layer_met1.png
Scale: 6 px per um. Supply wires on this layer in gray. Cells faint in the background.
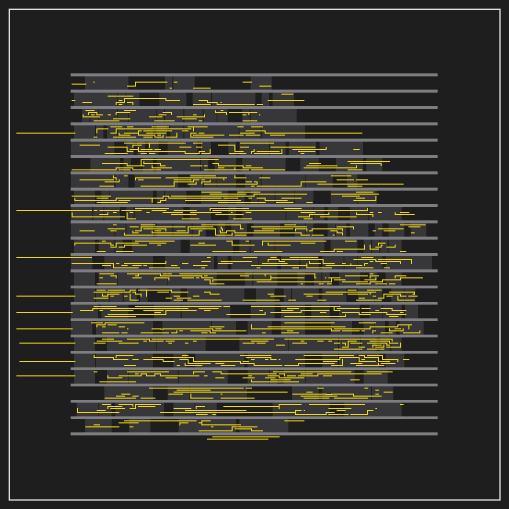
cell_density.png
Scale: 4 px per um. The die is cut into 8 by 8 equal tiles; dark blue is low, red is high, 0 to 100% covered.
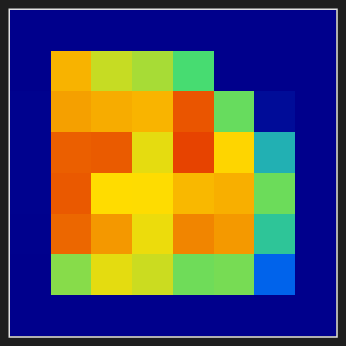
sizes.png
Scale: 4 px per um.
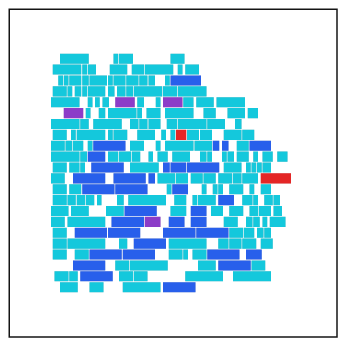
io_fan.png
Scale: 4 px per um.
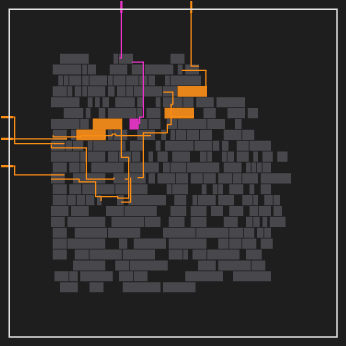
## config.mk

```make
export PLATFORM = sky130hd
export DESIGN_NAME = decoder_select_arbiter
export DESIGN_NICKNAME = d
export VERILOG_FILES = /design/src/rtl/decoder_select_arbiter_pkg.sv /design/src/rtl/rr_pick16.sv /design/src/rtl/decoder_select_arbiter.sv
export SDC_FILE = /design/constraint.sdc
export NUM_CORES = 1
export LEC_CHECK = 0
export CORE_MARGIN = 10
export CORE_UTILIZATION = 57
export DETAILED_ROUTE_END_ITERATION = 7
export GPL_TIMING_DRIVEN = 0
export HOLD_SLACK_MARGIN = 0.03
export PLACE_DENSITY = 0.81
export SLEW_MARGIN = 5
export SYNTH_ARGS = -nofsm -noshare
export SYNTH_HDL_FRONTEND = slang
export SYNTH_SLANG_ARGS = --single-unit
```

## constraint.sdc

```tcl
create_clock -name clk -period 4.85 [get_ports clk]
set_clock_uncertainty 0.15 [all_clocks]
set_input_delay 1.2125 -clock clk [delete_from_list [all_inputs] [get_ports clk]]
set_output_delay 1.2125 -clock clk [all_outputs]
set_load 0.01 [all_outputs]
```

## src/rtl/decoder_select_arbiter_pkg.sv

```systemverilog
// Shared constants for the decoder select arbiter and its round-robin picker.
// State encodings are plain constants so older tools can read them directly.
package decoder_select_arbiter_pkg;

    localparam int NUM_REQ = 16;
    localparam int SEL_W   = 4;

    typedef logic [1:0] state_t;

    localparam state_t ST_IDLE  = 2'd0;
    localparam state_t ST_GRANT = 2'd1;
    localparam state_t ST_GAP   = 2'd2;

endpackage

```

## src/rtl/rr_pick16.sv

```systemverilog
// Combinational round-robin pick over 16 requesters: rotate by ptr,
// find the lowest set bit, then rotate the index back.
module rr_pick16
    import decoder_select_arbiter_pkg::*;
(
    input  logic [NUM_REQ-1:0] req,
    input  logic [SEL_W-1:0]   ptr,
    output logic [SEL_W-1:0]   idx,
    output logic               any
);

    logic [NUM_REQ-1:0] rotated;
    logic [SEL_W-1:0]   offset;

    always_comb begin
        rotated = '0;
        for (int i = 0; i < NUM_REQ; i++) begin
            rotated[i] = req[SEL_W'(i) + ptr];
        end
    end

    // Scanning downward leaves the lowest set offset, i.e. the first requester at or after ptr.
    always_comb begin
        offset = '0;
        for (int i = NUM_REQ - 1; i >= 0; i--) begin
            if (rotated[i]) begin
                offset = SEL_W'(i);
            end
        end
    end

    assign idx = offset + ptr;
    assign any = |req;

endmodule

```

## src/rtl/decoder_select_arbiter.sv

```systemverilog
// Round-robin owner of the shared 4-to-16 decoder select: grants one requester,
// holds it until release or hold timeout, then inserts a dead cycle before the next owner.
module decoder_select_arbiter
    import decoder_select_arbiter_pkg::*;
#(
    parameter int HOLD_MAX = 15,
    parameter int CNT_W    = 4
)
(
    input  logic               clk,
    input  logic               reset,
    input  logic [NUM_REQ-1:0] req,
    input  logic               done,
    output logic [SEL_W-1:0]   select,
    output logic               grant_valid,
    output logic               timeout
);

    localparam logic [CNT_W-1:0] HOLD_LAST  = CNT_W'((HOLD_MAX == 0) ? 0 : HOLD_MAX - 1);
    localparam logic             TIMEOUT_EN = (HOLD_MAX != 0);

    state_t           state;
    logic [SEL_W-1:0] ptr;
    logic [CNT_W-1:0] cnt;
    logic [CNT_W-1:0] cnt_next;
    logic [SEL_W-1:0] pick_idx;
    logic             pick_any;
    logic             hold_hit;
    logic             release_now;

    rr_pick16 u_pick (
        .req (req),
        .ptr (ptr),
        .idx (pick_idx),
        .any (pick_any)
    );

    assign cnt_next    = cnt + CNT_W'(1);
    assign hold_hit    = TIMEOUT_EN && (cnt == HOLD_LAST);
    assign release_now = done || !req[select] || hold_hit;

    // timeout is registered, so it is raised one edge early to coincide with the last granted cycle.
    always_ff @(posedge clk) begin
        if (reset) begin
            state       <= ST_IDLE;
            select      <= '0;
            grant_valid <= 1'b0;
            timeout     <= 1'b0;
            ptr         <= '0;
            cnt         <= '0;
        end else begin
            timeout <= 1'b0;
            case (state)
                ST_IDLE: begin
                    if (pick_any) begin
                        select      <= pick_idx;
                        grant_valid <= 1'b1;
                        cnt         <= '0;
                        state       <= ST_GRANT;
                        timeout     <= TIMEOUT_EN && (HOLD_LAST == '0);
                    end
                end
                ST_GRANT: begin
                    cnt <= cnt_next;
                    if (release_now) begin
                        grant_valid <= 1'b0;
                        ptr         <= select + SEL_W'(1);
                        state       <= ST_GAP;
                    end else begin
                        timeout <= TIMEOUT_EN && (cnt_next == HOLD_LAST);
                    end
                end
                ST_GAP: begin
                    state <= ST_IDLE;
                end
                default: begin
                    state       <= ST_IDLE;
                    grant_valid <= 1'b0;
                end
            endcase
        end
    end

endmodule

```

==> out/qor.yml <==
drtAntennaViolNets: 0
status: "completed"
fin_hold_ws_ns: 0.3463
die_w_um: 81.54
synth-simple-area-share_pct: 12.99
critPathTopFamily: "AND-OR/OR-AND gates"
drive_gt1_share_pct: 18.06
cts_max_path_buffers: 2
top_cell: "mux4_2"
fp_nets: 234
vdd_ir_drop_max_v: 0.0003477
crit_start: "req[8]"
synth.cellmix.xorXnorShare_pct: 6.493
pin_count: 25
fillers: 280
clkCellAreaFrac_pct: 1.647
core-area_sq_um: 3661
ys_top_cells_by_area: "mux4_2 20%, dfxtp_1 15%, mux4_1 12%"
postSynth.asyncResetShare_pct: 0
top_area_share_pct: 19.83
gr-total-overflow: 0
p_comb_share_pct: 75.0
ys_warn_count: 0
chipArea_sq_um: 6648
numClockSinks: 16
warning_count: 33
max-cap-violations: 0
insertion_delay_ns: 0.24
seq-power_uw: 192
logic_area_sq_um: 1735
initial_core_util_pct: 58.95
drc: 0
utilization_pct: 68.49
die_y_um: 81.54
mux_area_share_pct: 42.20
hold_class: "reg2reg"
yosys_most_used_dff: "dfxtp_1"
synth_flops: 16
first_pass_iters: 4
regArea_sq_um: 321.6
seqAreaFraction_pct: 12.82
yosys_area_sq_um: 2158
cp_data_required_time_ns: 4.81
arrival_ns: 4.64
yosysTopAreaCell: "mux4_2"
dpl_cell_area_sq_um: 2459
htree_levels: 1
grt_max_degree: 11
min-delay-start: "grant_valid"
slowest_stage: "mux4_2"
grt_usage_pct: 16.02
clockRootBuffer: "clkbuf_8"
reg2reg_setup_slack_ns: 0.29
synth.cellmix.adderShare_pct: 9.043
max_stage_delay_ns: 0.55
ff_count: 16
worstMarginPinSlew_ns: 0.5050
synth.cellmix.compoundShare_pct: 10.03
pg_comb_uw: 864
timing.rr.start: "ptr[0]"
power.density_nw_per_um2: 459.3
period_needed_ns: 4.682
grt_pass1_vias: 1799
p_int_uw: 644.7
post-cts-setup-buffer-count: 0
cts_tree: "built"
setup_tns_ns: 0
path_class: "in2reg"
clock.fmax_ghz: 0.2136
tapCellCount: 48
logic_gate_count: 162
hold_viol_final: 0
area_dominant_class: "combinational gates"
drv_slew: 0
met2_usage_pct: 28.52
path_clk_slew_ns: 0.06
post-dp-hpwl_mm: 4.146
relSlewSlack_pct: 66.33
syn_avg_cell_area_sq_um: 10.79
logic_family: "multiplexers"
p_switching_uw: 507.0
-- layer_met1.png (at the start) --
nets with wire on the layer: 244
main direction: horizontal

-- cell_density.png (at the start) --
fullest tile: 92%
emptiest ninth of the die: north-east
densest ninth of the die: center
tiles over 75% full: 25%
nearly empty tiles: 47%
mean over tiles: 37%

-- sizes.png (at the start) --
| size | color | cells |
|---|---|---|
| _6 and larger | purple | 4 |
| _3 and _4 cells | red | 2 |
| _2 cells | blue | 35 |
| _0 and _1 cells | cyan | 186 |
Layout Cell Area excl Fill: 2507 sq um
post-route setup slack: 0.1684 ns
Non-Clock Buffer Count: 35
Syn-to-layout area delta: 16.17%

-- io_fan.png (at the start) --
| port | color | bits | direction | edge | end cells | wire |
|---|---|---|---|---|---|---|
| done | magenta | 1 | input | north | 1 | 31.6 um |
| select | orange | 4 | output | 3 west, 1 north | 4 | 218 um |

==> timing repair <==
action	in CTS	in global routing
setup endpoints to repair	1	1
hold buffers	0	0
gates resized	1	9
==> path summary, 6_finish.rpt <==
| kind | depth (start not counted) | endpoint |
|---|---|---|
| max | 12 | select[3] |
| min reg2reg | 2 | grant_valid |
| min | 2 | grant_valid |
| max reg2reg | 17 | select[3] |
==> sequential cells by signal (all words and copies together), names as in the netlist <==
register     count
cnt              4
grant_valid      1
ptr              4
select           4
state            2
timeout          1
==> per-layer routing <==
metal  wire length (um)  vias up
li1                   -      834
met1               2282      897
met3                178        4
met2               2664       41
met4                 42        0
met5                  0        -
